File: src/rtl/aclock_set_ctrl.sv
`timescale 1ns/1ps
// -----------------------------------------------------------------------------
// aclock_set_ctrl
//
// Button-driven setting/sequencing controller for the aclock alarm-clock core.
// Turns four debounced single-cycle button pulses into BCD digit buses plus
// held LD_time / LD_alarm / STOP_al strobes, and owns the AL_ON enable level.
// Sits between the front-panel debouncers and aclock; reads aclock's current
// time outputs to preload a time edit.
//
// Optional feature macro: ACLOCK_SNOOZE_EN
//   defined   : btn_inc in IDLE while the alarm rings with AL_ON=1 snoozes
//               (STOP_al burst, shadow += SNOOZE_MIN, LD_alarm burst).
//   undefined : btn_inc in IDLE always toggles AL_ON.
//
// Parameters
//   LD_HOLD      cycles each LD_time / LD_alarm / STOP_al strobe is held (>=1)
//   TIMEOUT_CYC  idle cycles in an edit state before the edit is abandoned
//   SNOOZE_MIN   minutes added to the alarm on snooze (1..59)
//
// Ports
//   clk                      system clock, rising edge
//   reset                    asynchronous, active-low reset
//   btn_mode/set/inc/stop    single-cycle button pulses
//   Alarm                    alarm-ringing flag from aclock
//   H_out1/H_out0/M_out1/M_out0  current time from aclock (BCD)
//   H_in1/H_in0/M_in1/M_in0  edit value to aclock (BCD, registered)
//   LD_time/LD_alarm/STOP_al held strobes to aclock, mutually exclusive
//   AL_ON                    alarm enable level
//   edit_st                  00 idle, 01 hour field, 10 minute field, 11 busy
// -----------------------------------------------------------------------------
module aclock_set_ctrl #(
    parameter int LD_HOLD     = 10,
    parameter int TIMEOUT_CYC = 300,
    parameter int SNOOZE_MIN  = 5
) (
    input  logic       clk,
    input  logic       reset,
    input  logic       btn_mode,
    input  logic       btn_set,
    input  logic       btn_inc,
    input  logic       btn_stop,
    input  logic       Alarm,
    input  logic [1:0] H_out1,
    input  logic [3:0] H_out0,
    input  logic [3:0] M_out1,
    input  logic [3:0] M_out0,
    output logic [1:0] H_in1,
    output logic [3:0] H_in0,
    output logic [3:0] M_in1,
    output logic [3:0] M_in0,
    output logic       LD_time,
    output logic       LD_alarm,
    output logic       STOP_al,
    output logic       AL_ON,
    output logic [1:0] edit_st
);

    // Elaboration-time sanity checks on the configuration.
    if (LD_HOLD < 1) begin : g_bad_hold
        $error("aclock_set_ctrl: LD_HOLD must be >= 1");
    end
    if (TIMEOUT_CYC < 1) begin : g_bad_timeout
        $error("aclock_set_ctrl: TIMEOUT_CYC must be >= 1");
    end
    if (SNOOZE_MIN < 1 || SNOOZE_MIN > 59) begin : g_bad_snooze
        $error("aclock_set_ctrl: SNOOZE_MIN must be 1..59");
    end

    localparam int HOLD_W  = $clog2(LD_HOLD + 1);
    localparam int QUIET_W = $clog2(TIMEOUT_CYC + 1);

    typedef struct packed {
        logic [1:0] h1;
        logic [3:0] h0;
        logic [3:0] m1;
        logic [3:0] m0;
    } hhmm_t;

`ifdef ACLOCK_SNOOZE_EN
    typedef enum logic [2:0] {
        S_IDLE, S_HR, S_MIN, S_LOAD, S_STOP, S_SNZ_STOP, S_SNZ_LOAD
    } state_t;
`else
    typedef enum logic [2:0] {
        S_IDLE, S_HR, S_MIN, S_LOAD, S_STOP
    } state_t;
`endif

    // BCD hour increment, 23 wraps to 00.
    function automatic hhmm_t hour_inc(hhmm_t t);
        hhmm_t r;
        r = t;
        if (t.h1 == 2'd2 && t.h0 == 4'd3) begin
            r.h1 = 2'd0;
            r.h0 = 4'd0;
        end else if (t.h0 == 4'd9) begin
            r.h1 = t.h1 + 2'd1;
            r.h0 = 4'd0;
        end else begin
            r.h0 = t.h0 + 4'd1;
        end
        return r;
    endfunction

    // BCD minute increment, 59 wraps to 00 without touching the hour.
    function automatic hhmm_t min_inc(hhmm_t t);
        hhmm_t r;
        r = t;
        if (t.m0 == 4'd9) begin
            r.m0 = 4'd0;
            r.m1 = (t.m1 == 4'd5) ? 4'd0 : t.m1 + 4'd1;
        end else begin
            r.m0 = t.m0 + 4'd1;
        end
        return r;
    endfunction

`ifdef ACLOCK_SNOOZE_EN
    // Add SNOOZE_MIN minutes with carry into the hour; 23:5x wraps to 00:0x.
    function automatic hhmm_t snooze_add(hhmm_t t);
        logic [6:0] mins;
        logic [4:0] hrs;
        hhmm_t      r;
        mins = 7'(t.m1) * 7'd10 + 7'(t.m0) + 7'(SNOOZE_MIN);
        hrs  = 5'(t.h1) * 5'd10 + 5'(t.h0);
        if (mins >= 7'd60) begin
            mins = mins - 7'd60;
            hrs  = (hrs == 5'd23) ? 5'd0 : hrs + 5'd1;
        end
        r.h1 = 2'(hrs / 5'd10);
        r.h0 = 4'(hrs % 5'd10);
        r.m1 = 4'(mins / 7'd10);
        r.m0 = 4'(mins % 7'd10);
        return r;
    endfunction
`endif

    state_t              state_q, state_d;
    logic                tgt_alarm_q, tgt_alarm_d;   // 0: editing time, 1: editing alarm
    hhmm_t               edit_q, edit_d;
    hhmm_t               shadow_q, shadow_d;         // last committed alarm value
    logic                al_on_q, al_on_d;
    logic [HOLD_W-1:0]   hold_q, hold_d;             // strobe hold counter
    logic [QUIET_W-1:0]  quiet_q, quiet_d;           // idle cycles inside an edit

    // Coincident presses resolve as stop > mode > set > inc; only the winner acts.
    logic press_stop, press_mode, press_set, press_inc;
    assign press_stop = btn_stop;
    assign press_mode = btn_mode & ~btn_stop;
    assign press_set  = btn_set  & ~btn_stop & ~btn_mode;
    assign press_inc  = btn_inc  & ~btn_stop & ~btn_mode & ~btn_set;

    logic hold_done;
    assign hold_done = (hold_q == HOLD_W'(LD_HOLD - 1));

    // NOTE: sequential state uses non-blocking assignments only, so every
    // register samples the pre-edge values computed by the combinational block.
    always_ff @(posedge clk or negedge reset) begin
        if (!reset) begin
            state_q     <= S_IDLE;
            tgt_alarm_q <= 1'b0;
            edit_q      <= '0;
            shadow_q    <= '0;
            al_on_q     <= 1'b0;
            hold_q      <= '0;
            quiet_q     <= '0;
        end else begin
            state_q     <= state_d;
            tgt_alarm_q <= tgt_alarm_d;
            edit_q      <= edit_d;
            shadow_q    <= shadow_d;
            al_on_q     <= al_on_d;
            hold_q      <= hold_d;
            quiet_q     <= quiet_d;
        end
    end

    always_comb begin
        // NOTE: every signal gets a default before the case, so no path through
        // the block leaves a value unassigned and no latch is inferred.
        state_d     = state_q;
        tgt_alarm_d = tgt_alarm_q;
        edit_d      = edit_q;
        shadow_d    = shadow_q;
        al_on_d     = al_on_q;
        hold_d      = hold_q;
        quiet_d     = quiet_q;
        LD_time     = 1'b0;
        LD_alarm    = 1'b0;
        STOP_al     = 1'b0;
        edit_st     = 2'b11;

        unique case (state_q)
            S_IDLE: begin
                edit_st = 2'b00;
                hold_d  = '0;
                quiet_d = '0;
                if (press_stop) begin
                    if (Alarm) state_d = S_STOP;
                end else if (press_mode) begin
                    state_d     = S_HR;
                    tgt_alarm_d = 1'b0;
                    edit_d      = '{h1: H_out1, h0: H_out0, m1: M_out1, m0: M_out0};
                end else if (press_set) begin
                    state_d     = S_HR;
                    tgt_alarm_d = 1'b1;
                    edit_d      = shadow_q;
                end else if (press_inc) begin
`ifdef ACLOCK_SNOOZE_EN
                    if (Alarm && al_on_q) state_d = S_SNZ_STOP;
                    else                  al_on_d = ~al_on_q;
`else
                    al_on_d = ~al_on_q;
`endif
                end
            end

            S_HR, S_MIN: begin
                edit_st = (state_q == S_HR) ? 2'b01 : 2'b10;
                if (press_stop) begin
                    state_d = S_IDLE;
                end else if (press_mode) begin
                    quiet_d = '0;
                    if (state_q == S_HR) begin
                        state_d = S_MIN;
                    end else begin
                        state_d = S_LOAD;
                        hold_d  = '0;
                        if (tgt_alarm_q) shadow_d = edit_q;
                    end
                end else if (press_inc) begin
                    quiet_d = '0;
                    edit_d  = (state_q == S_HR) ? hour_inc(edit_q) : min_inc(edit_q);
                end else if (quiet_q == QUIET_W'(TIMEOUT_CYC - 1)) begin
                    // Abandon the edit: nothing is loaded and the shadow stays put.
                    state_d = S_IDLE;
                end else begin
                    quiet_d = quiet_q + 1'b1;
                end
            end

            S_LOAD: begin
                LD_time  = ~tgt_alarm_q;
                LD_alarm = tgt_alarm_q;
                if (hold_done) state_d = S_IDLE;
                else           hold_d  = hold_q + 1'b1;
            end

            S_STOP: begin
                STOP_al = 1'b1;
                if (hold_done) state_d = S_IDLE;
                else           hold_d  = hold_q + 1'b1;
            end

`ifdef ACLOCK_SNOOZE_EN
            S_SNZ_STOP: begin
                STOP_al = 1'b1;
                if (hold_done) begin
                    // Advance the alarm and present it on the edit bus for the load burst.
                    state_d  = S_SNZ_LOAD;
                    hold_d   = '0;
                    shadow_d = snooze_add(shadow_q);
                    edit_d   = snooze_add(shadow_q);
                end else begin
                    hold_d = hold_q + 1'b1;
                end
            end

            S_SNZ_LOAD: begin
                LD_alarm = 1'b1;
                if (hold_done) state_d = S_IDLE;
                else           hold_d  = hold_q + 1'b1;
            end
`endif

            default: state_d = S_IDLE;
        endcase
    end

    assign H_in1 = edit_q.h1;
    assign H_in0 = edit_q.h0;
    assign M_in1 = edit_q.m1;
    assign M_in0 = edit_q.m0;
    assign AL_ON = al_on_q;

endmodule

File: config.mk
export PLATFORM = sky130hd
export DESIGN_NAME = aclock_set_ctrl
export DESIGN_NICKNAME = d
export VERILOG_FILES = /design/src/rtl/aclock_set_ctrl.sv
export SDC_FILE = /design/constraint.sdc
export NUM_CORES = 1
export LEC_CHECK = 0
export CAP_MARGIN = 10
export CELL_PAD_IN_SITES_DETAIL_PLACEMENT = 0
export CELL_PAD_IN_SITES_GLOBAL_PLACEMENT = 1
export CORE_MARGIN = 3
export CORE_UTILIZATION = 45
export DETAILED_ROUTE_END_ITERATION = 12
export PLACE_DENSITY_LB_ADDON = 0.1
export SYNTH_ARGS = -nofsm -noshare
export SYNTH_HDL_FRONTEND = slang
export SYNTH_SLANG_ARGS = --single-unit
File: constraint.sdc
create_clock -name clk -period 5.32 [get_ports clk]
set_clock_uncertainty 0.1 [all_clocks]
set_input_delay 1.596 -clock clk [delete_from_list [all_inputs] [get_ports clk]]
set_output_delay 1.596 -clock clk [all_outputs]
set_load 0.02 [all_outputs]
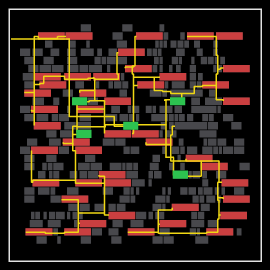
Fig. 1. Clock wires, drivers and flops (run 1).
Drawn at 3 px/um.
- red: flip-flops (count 46)
- yellow: clock wires (length 631 um)
- green: cells driving clock nets (count 5)
- flops lie: spread over the die
P_clk: 0.000324 W
clock power share: 0.196

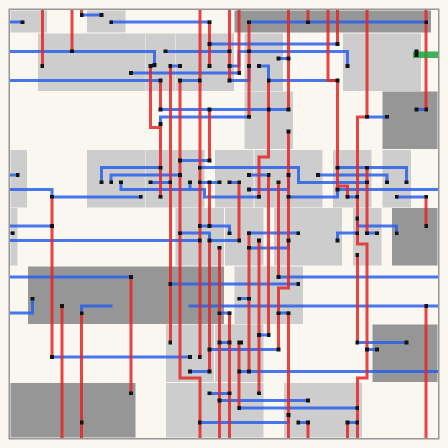
Fig. 2. Close-up of the layout (run 1).
Window x 53 to 73, y 11 to 31 um. Cells in grey, sequential cells in the stronger grey; small squares are vias.
- red: met2
- blue: met1
- green: met3
- cells with their middle in the window: 24
- sequential cells in the window: 2
- netlist names of flops here include: `M_in0` (1), `hold_q` (1)

==> results.yml, run 1 <==
# yosys + openroad results
route:
  drcViolationCount: 0
  first_iter_violations: 111
  dr.pass1.iters: 4
  dr_total_vias: 2103
  antenna_left: 0
  routed_wl_um: 6180
  vias_per_cell: 5.58
floorplanning:
  fp.dieArea_sq_um: 6970
  fp-utilization: 0.479
  rows: 27
  taps: 72
  pin_count: 41
  core_sq_um: 5640
  die_w_um: 83.5
  die.size.y_um: 83.5
cells_and_area:
  top_area_cell_class: "combinational gates"
  drive_gt1_frac: 0.118
  diodes: 0
  signal_buffers: 42
  layout.nonclk_buf_frac: 0.125
  fillers: 501
  nNonClkInverters: 13
  sh_seq_area: 0.351
  area_delta_synth_final_pct: 21.3
  design_area_sq_um: 3280
  sh_comb_area: 0.437
  combGateArea_sq_um: 1430
  seq_cell_count: 46
  fin_cells: 377
  comb_cells: 196
  final-clk-cell-share: 0.0435
  nets: 335
  flop_area_sq_um: 1150
  layout_top_cells: "46 x dfrtp_1, 39 x clkdlybuf4s50_1, 17 x mux2i_1, 17 x mux2_2"
  final.clkbuf_count: 6
  layout_top_cell: "dfrtp_1"
synthesis:
  synth_top_cell_by_area: "dfrtp_1"
  ys_ff: 46
  synth_dominant_cell_count: "dfrtp_1"
  netlist_instances: 268
  netlist_top_cells_area: "dfrtp_1 43%, mux2_2 7.1%, mux2i_1 6.3%, ha_1 4.6%, o21ai_1 3.0%"
  yosysUniqueCellTypes: 54
  synth_seq_share: 0.426
  edf_count: 0
  yosysWarningCount: 0
  ys_area_sq_um: 2700
  syn_avg_cell_area_sq_um: 10.1
  ys_cells: 268
  netlist_top_cells_count: "46 x dfrtp_1, 17 x mux2_2, 17 x mux2i_1"
  netlist_area_sq_um: 2700
  async_flop_share: 1.00
  fp_nets: 299
  synth_top_area_share: 0.426
  flop_cell: "dfrtp_1"
placed_design:
  placedCellCount: 369
  port-buffer-count: 40
  post-place-ws_ns: 1.18
  gp_congestion: 0.795
  dp_hpwl_um: 4270
  place_area_sq_um: 3130
cts:
  cts_hold_buffers: 0
  clk_pin_slew_ns: 0.09
  root_buffer: "clkbuf_8"
  cts_sinks: 46
  cts_tree: "built"
  post_cts_buffers: 0
  htreeDepth: 2
  cts_buffers: 5
  insertion_delay_ns: 0.30
  cts_resized: 0
  clock_path_buffers: 2
setup_path:
  crit_fanout: 17
  crit_family: "simple AND/OR/NAND/NOR gates"
  crit_required_ns: 5.41
  critPathLaunchType: "primary input"
  max_stage_delay_ns: 0.76
  endpoint_kind: "flop"
  crit_slowest_cell: "nand2b_1"
  critPathKind: "in2reg"
  crit_chain: "clkdlybuf4s50_1 -> nand2b_1 -> nor3_2 -> buf_4 -> mux2_2"
  crit_buf_inv: 2
  crit_arrival_ns: 3.91
pwr:
  combPwrFrac: 0.440
  p_switching_w: 0.000663
  ir_drop_mv: 0.281
  p_leak_nw: 1.46
  power.density_nw_per_um2: 505
  power_switching_share: 0.401
  seq_power_share: 0.364
  intPower_w: 0.000990
  power_w: 0.00165
final_timing:
  drv_slew: 0
  hold_viol: 0
  max_freq_mhz: 262
  fin_setup_tns_ns: 0
  period_used_share: 0.718
  tightest_slew_ns: 1.11
  fin_hold_ws_ns: 0.383
  finalWorstSetupSlack_ns: 1.50
  post-route-min-period_ns: 3.82
  setup_violations: 0
  relSlewSlack: 0.262
  rsz0062_at_grt: "false"
job:
  warning_count: 30
  maxCapViolCount: 0
global_route:
  grt_max_degree: 47
  grt_pass1_vias: 2128
  antenna_found_initial: 0
  busiest_layer: "met2"
  grt_pass1_wl_um: 10600
  use_met3: 0.0365
  grt-ovfl-total: 0
  grt.total_usage: 0.184
hold_path:
  hp-class: "reg2reg"
status:
  status: "finished clean"
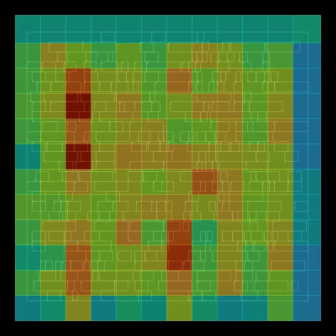
Fig. 3. Congestion heat map (run 1).
drt wl/cell: 16.4 um
GR Util met2: 0.285
Util after Layout: 0.581
met1 usage: 0.269

run 1: state kept, by name (all words and copies together), names as in the netlist:
signal       cells
shadow_q        14
M_in1            4
state_q          3
M_in0            4
AL_ON            1
H_in0            4
H_in1            2
tgt_alarm_q      1
hold_q           4
quiet_q          9
run 1: per-layer routing:
metal | part of all wire | vias to the layer above | routed length (um)
met4 | 0.0071 | 0 | 44
met3 | 0.043 | 5 | 264
met2 | 0.45 | 43 | 2790
met5 | 0 | - | 0
li1 | - | 1059 | -
met1 | 0.50 | 996 | 3090
run 1: kinds of logic after synthesis:
logic type                 count (synthesis)  share of synthesized area
buffers and inverters                     26                     0.0431
and+or+nand+nor                           75                      0.153
adders and majority gates                 11                     0.0500
DFF                                       46                      0.426
AOI/OAI and AO/OA                         72                      0.178
xor gates and xnor gates                   4                     0.0158
muxes                                     34                      0.134
run 1: power by group through the flow:
stage	registers, W	clock network [W]	logic [W]
final	0.000602	0.000324	0.000728
after global routing	0.000626	0.000342	0.000809
after CTS	0.000601	0.000331	0.000736
after detailed placement	0.000607	0	0.000730
after global placement	0.000607	0	0.000724
after floorplan	0.000600	0	0.000479
run 1: final timing paths:
path                                         from  slack [ns]                      end  cells after the start
hold / removal             quiet_q[8]$_DFFE_PN0P_        0.38   quiet_q[8]$_DFFE_PN0P_                      1
max in group asynchronous                   reset        3.11   quiet_q[3]$_DFFE_PN0P_                      1
min in group asynchronous                   reset        1.37    hold_q[0]$_DFFE_PN0P_                      1
hold reg to reg            quiet_q[8]$_DFFE_PN0P_        0.38   quiet_q[8]$_DFFE_PN0P_                      1
setup reg to reg           state_q[0]$_DFFE_PN0P_        2.82   state_q[2]$_DFFE_PN0P_                      5
setup / recovery                         btn_stop        1.50  shadow_q[1]$_DFFE_PN0P_                      5
Fig. 4: run 1, sequential cells coloured by netlist name
Drawn at 6 px/um. Other sequential cells in the stronger grey, the rest of the logic in the fainter grey.
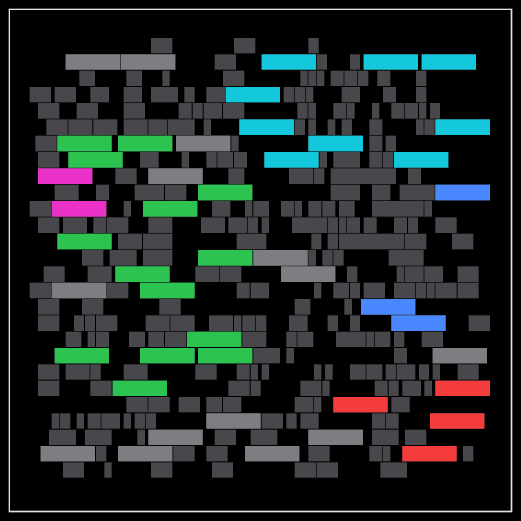

--- run 2 (diff from run 1) ---
--- a/config.mk
+++ b/config.mk
@@ -9,7 +9,7 @@
 export CELL_PAD_IN_SITES_DETAIL_PLACEMENT = 0
 export CELL_PAD_IN_SITES_GLOBAL_PLACEMENT = 1
 export CORE_MARGIN = 3
-export CORE_UTILIZATION = 45
+export CORE_UTILIZATION = 38
 export DETAILED_ROUTE_END_ITERATION = 12
 export PLACE_DENSITY_LB_ADDON = 0.1
 export SYNTH_ARGS = -nofsm -noshare
==> constraint.sdc (replaced) <==
create_clock -name clk -period 3.4 [get_ports clk]
set_clock_uncertainty 0.1 [all_clocks]
set_input_delay 1.02 -clock clk [delete_from_list [all_inputs] [get_ports clk]]
set_output_delay 1.02 -clock clk [all_outputs]
set_load 0.02 [all_outputs]
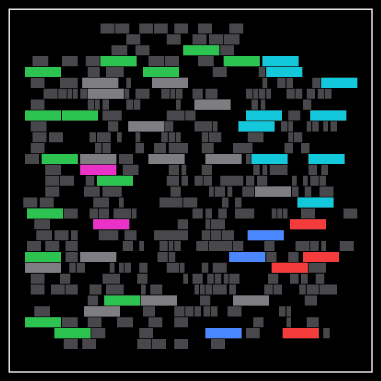
Fig. 5. Sequential cells coloured by netlist name (run 2).
Drawn at 4 px/um. Other sequential cells in the stronger grey, the rest of the logic in the fainter grey.
- cyan: `quiet_q` (flops 9)
- red: `hold_q` (flops 4)
- blue: `state_q` (flops 3)
- magenta: `H_in1` (flops 2)
- green: `shadow_q` (flops 14)
- not coloured: 14
Seq area share: 0.345
P_seq: 0.000910 W

==> run 2 against run 1 <==
Synthesized cell count did not move. Utilization fell by 9.3 points. First-iteration DRC count rose by 12%. Synthesized area did not move. Cell area rose by 1.8%. Critical path depth rose by 1. Critical path type unchanged. Largest power group unchanged.
==> results.yml, run 2 <==
# yosys + openroad results
status:
  status: "finished clean"
route:
  vias_per_cell: 5.31
  dr.pass1.iters: 5
  first_iter_violations: 124
  drcViolationCount: 0
  routed_wl_um: 6310
  wl_per_cell_um: 15.4
  antenna_left: 0
cells_and_area:
  nets: 345
  seq_cell_count: 46
  diodes: 0
  top_regs: "shadow_q (14), quiet_q (9)"
  comb_cells: 196
  sh_comb_area: 0.430
  layout.nonclk_buf_frac: 0.146
  fin_cells: 411
  area_delta_synth_final_pct: 23.4
  combGateArea_sq_um: 1430
  final.clkbuf_count: 6
  drive_gt1_frac: 0.146
  nNonClkInverters: 13
  final-clk-cell-share: 0.0285
  flop_area_sq_um: 1150
  layout_top_cell: "dfrtp_1"
cts:
  cts_buffers: 5
  cts_hold_buffers: 0
  cts_tree: "built"
  root_buffer: "clkbuf_8"
  clk_pin_slew_ns: 0.09
  clock_path_buffers: 2
global_route:
  grt_pass1_vias: 2162
  grt_max_degree: 23
  grt.total_usage: 0.165
  antenna_found_initial: 0
placed_design:
  placedCellCount: 403
  dp_hpwl_um: 4590
  post-place-ws_ns: 0.134
  gp_congestion: 0.773
setup_path:
  crit_required_ns: 3.49
  endpoint_kind: "flop"
  crit_family: "simple AND/OR/NAND/NOR gates"
  max_stage_delay_ns: 0.61
  critPathKind: "in2reg"
  crit_buf_inv: 1
  crit_arrival_ns: 3.06
  critPathLaunchType: "primary input"
final_timing:
  hold_viol: 0
  fin_setup_tns_ns: 0
  relSlewSlack: 0.608
  tightest_slew_ns: 0.581
  post-route-min-period_ns: 2.97
  period_used_share: 0.874
  setup_violations: 0
synthesis:
  async_flop_share: 1.00
  edf_count: 0
  netlist_top_cells_area: "dfrtp_1 43%, mux2_2 7.1%, mux2i_1 6.3%, ha_1 4.6%, o21ai_1 3.0%"
  ys_cells: 268
  ys_ff: 46
  synth_seq_share: 0.426
  synth_dominant_cell_count: "dfrtp_1"
  yosysUniqueCellTypes: 54
  flop_cell: "dfrtp_1"
  synth_top_area_share: 0.426
  netlist_instances: 268
  ys_area_sq_um: 2700
  synth_top_cell_by_area: "dfrtp_1"
floorplanning:
  core_sq_um: 6830
  rows: 30
  die.size.y_um: 90.3
  die_w_um: 90.3
  fp-utilization: 0.395
  pin_count: 41
pwr:
  power.density_nw_per_um2: 743
  p_leak_nw: 1.48
job:
  warning_count: 30
  maxCapViolCount: 0
hold_path:
  hp-class: "reg2reg"
-- run 2: cell counts after synthesis --
No cell type changed its count.
-- run 2: path summary, 6_finish.rpt --
path                                             start                      to  slack (ns)  cells past startpoint
worst max-delay path                          btn_stop    M_in1[3]$_DFFE_PN0P_        0.43                      6
worst min-delay path                 AL_ON$_DFFE_PN0P_       AL_ON$_DFFE_PN0P_        0.39                      1
worst max register to register  state_q[0]$_DFFE_PN0P_  quiet_q[7]$_DFFE_PN0P_        1.23                      6
worst min register to register       AL_ON$_DFFE_PN0P_       AL_ON$_DFFE_PN0P_        0.39                      1
max in group asynchronous                        reset    H_in0[0]$_DFFE_PN0P_        2.30                      2
min in group asynchronous                        reset   hold_q[3]$_DFFE_PN0P_        0.41                      1
-- run 2: where the power goes --
group	leakage, nW	internal, W	switching [W]	total (W)
clock network	0.0472	0.000164	0.000194	0.000358
registers	0.617	0.000711	0.000199	0.000910
logic	0.816	0.000566	0.000641	0.00121
-- run 2: logic make-up after synthesis --
logic type               share of synthesized area
adder cells (fa/ha/maj)                     0.0500
flip-flops                                   0.426
AND-OR/OR-AND                                0.178
buffers and inverters                       0.0431
multiplexers                                 0.134
XOR/XNOR                                    0.0158
AND/OR/NAND/NOR                              0.153
-- run 2: routing by layer --
layer	routed length [um]	part of all wire	up-vias	GRT usage
met3	227	0.036	9	0.0308
met1	3100	0.49	1039	0.230
li1	-	-	1090	-
met5	0	0	-	0
met4	74	0.012	0	0.0459
met2	2910	0.46	45	0.263
-- run 2: per-stage QoR --
step           hold slack, ns  power (W)  cell area, sq um
3_5_place_dp            0.374    0.00214              3240
3_3_place_gp            0.378    0.00213              3240
6_report                0.389    0.00248              3330
2_1_floorplan           0.341    0.00169              2700
5_1_grt                 0.400    0.00269              3330
4_1_cts                 0.387    0.00251              3330
--- run 3 (diff from run 2) ---
--- a/config.mk
+++ b/config.mk
@@ -11,6 +11,7 @@
 export CORE_MARGIN = 3
 export CORE_UTILIZATION = 38
 export DETAILED_ROUTE_END_ITERATION = 12
+export HOLD_SLACK_MARGIN = 0.08
 export PLACE_DENSITY_LB_ADDON = 0.1
 export SYNTH_ARGS = -nofsm -noshare
 export SYNTH_HDL_FRONTEND = slang
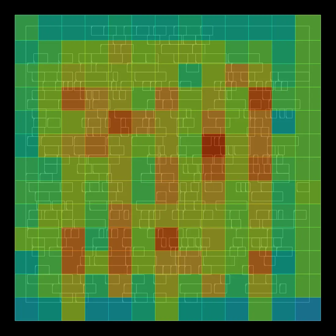
Fig. 6. Congestion heat map (run 3).
met1 usage: 0.230
drt wl/cell: 15.4 um

==> run 3 against run 2 <==
Fmax did not move. Non-clock buffer count did not move. Sequential share of layout area did not move. Synthesized area did not move. Critical path depth did not move. Highest routed layer unchanged.
==> results.yml, run 3 <==
# yosys + openroad results
status:
  status: "finished clean"
global_route:
  antenna_found_initial: 0
  grt.total_usage: 0.165
  grt_max_degree: 23
  grt_pass1_vias: 2162
cts:
  cts_tree: "built"
  cts_sinks: 46
  cts_hold_buffers: 0
  cts_buffers: 5
  clk_pin_slew_ns: 0.09
  clock_path_buffers: 2
  root_buffer: "clkbuf_8"
setup_path:
  crit_required_ns: 3.49
  startpoint: "btn_stop"
  endpoint_kind: "flop"
  crit_arrival_ns: 3.06
  ff2ff_setup_slack_ns: 1.23
  r2r-start: "state_q[0]$_DFFE_PN0P_"
  critPathLaunchType: "primary input"
  critPathKind: "in2reg"
  crit_fanout: 9
pwr:
  power_w: 0.00248
  power_switching_share: 0.418
  combPwrFrac: 0.488
  clkPwrFrac: 0.145
  power.density_nw_per_um2: 743
  intPower_w: 0.00144
  p_clk_w: 0.000358
  power_leader: "combinational logic"
  powerSeq_w: 0.000910
  seq_power_share: 0.368
  p_leak_nw: 1.48
  p_switching_w: 0.00103
  powerComb_w: 0.00121
final_timing:
  post-route-min-period_ns: 2.97
  rsz0062_at_grt: "false"
  hold_viol: 0
  relSlewSlack: 0.608
  fin_setup_tns_ns: 0
  tightest_slew_ns: 0.581
  period_used_share: 0.874
  setup_violations: 0
cells_and_area:
  top_regs: "shadow_q (14), quiet_q (9)"
  drive_gt1_frac: 0.146
  area_delta_synth_final_pct: 23.4
  nets: 345
  layout_top_cell: "dfrtp_1"
  diodes: 0
  fin_cells: 411
route:
  dr.pass1.iters: 5
  vias_per_cell: 5.31
  antenna_left: 0
  dr_total_vias: 2183
  first_iter_violations: 124
  drcViolationCount: 0
  routed_wl_um: 6310
placed_design:
  placedCellCount: 403
  dp_hpwl_um: 4590
  gp_congestion: 0.773
  post-place-ws_ns: 0.134
floorplanning:
  die_w_um: 90.3
  die.size.y_um: 90.3
  core_sq_um: 6830
  pin_count: 41
  rows: 30
  fp-utilization: 0.395
synthesis:
  synth_top_area_share: 0.426
  synth_dominant_cell_count: "dfrtp_1"
  ys_ff: 46
  synth_top_cell_by_area: "dfrtp_1"
  netlist_top_cells_area: "dfrtp_1 43%, mux2_2 7.1%, mux2i_1 6.3%, ha_1 4.6%, o21ai_1 3.0%"
  ys_cells: 268
  ys_area_sq_um: 2700
  edf_count: 0
  flop_cell: "dfrtp_1"
  synth_seq_share: 0.426
  netlist_instances: 268
  yosysUniqueCellTypes: 54
  async_flop_share: 1.00
job:
  warning_count: 30
  maxCapViolCount: 0
hold_path:
  hp-start: "AL_ON$_DFFE_PN0P_"
-- run 3: cell counts after synthesis --
Identical to the previous run, type by type.
-- run 3: layout make-up --
class	instances	area (sq um)
Clock buffer	6	82.6
Timing Repair Buffer	52	485
Fill cell	676	3500
Sequential cell	46	1150
Clock inverter	2	12.5
Multi-Input combinational cell	196	1430
Tap cell	96	120
Inverter	13	48.8
-- run 3: worst paths after layout --
kind,endpoint,cells after the start
hold reg to reg,AL_ON$_DFFE_PN0P_,1
setup reg to reg,quiet_q[7]$_DFFE_PN0P_,6
min in group asynchronous,hold_q[3]$_DFFE_PN0P_,1
setup / recovery,M_in1[3]$_DFFE_PN0P_,6
hold / removal,AL_ON$_DFFE_PN0P_,1
max in group asynchronous,H_in0[0]$_DFFE_PN0P_,2
-- run 3: per-layer routing --
| metal | GRT usage | share of wire | vias to the layer above |
|---|---|---|---|
| li1 | - | - | 1090 |
| met1 | 0.230 | 0.49 | 1039 |
| met2 | 0.263 | 0.46 | 45 |
| met3 | 0.0308 | 0.036 | 9 |
| met4 | 0.0459 | 0.012 | 0 |
| met5 | 0 | 0 | - |
-- run 3: kinds of logic after synthesis --
family / share of synthesized area
buffers and inverters: 0.0431
and+or+nand+nor: 0.153
xor gates and xnor gates: 0.0158
AOI/OAI and AO/OA: 0.178
muxes: 0.134
DFF: 0.426
adders and majority gates: 0.0500
-- run 3: worst max-delay path, stage by stage --
cell             delay, ns
clkdlybuf4s50_1       0.61
nor4b_4               0.51
or3b_1                0.38
a21o_1                0.27
o21ai_0               0.18
o21ai_1               0.09
-- run 3: through the flow --
stage / hold slack (ns) / instance area (sq um)
after floorplan: 0.341 / 2700
after global placement: 0.378 / 3240
after detailed placement: 0.374 / 3240
after CTS: 0.387 / 3330
after global routing: 0.400 / 3330
final: 0.389 / 3330
Power is estimated from default activity; no workload was simulated.
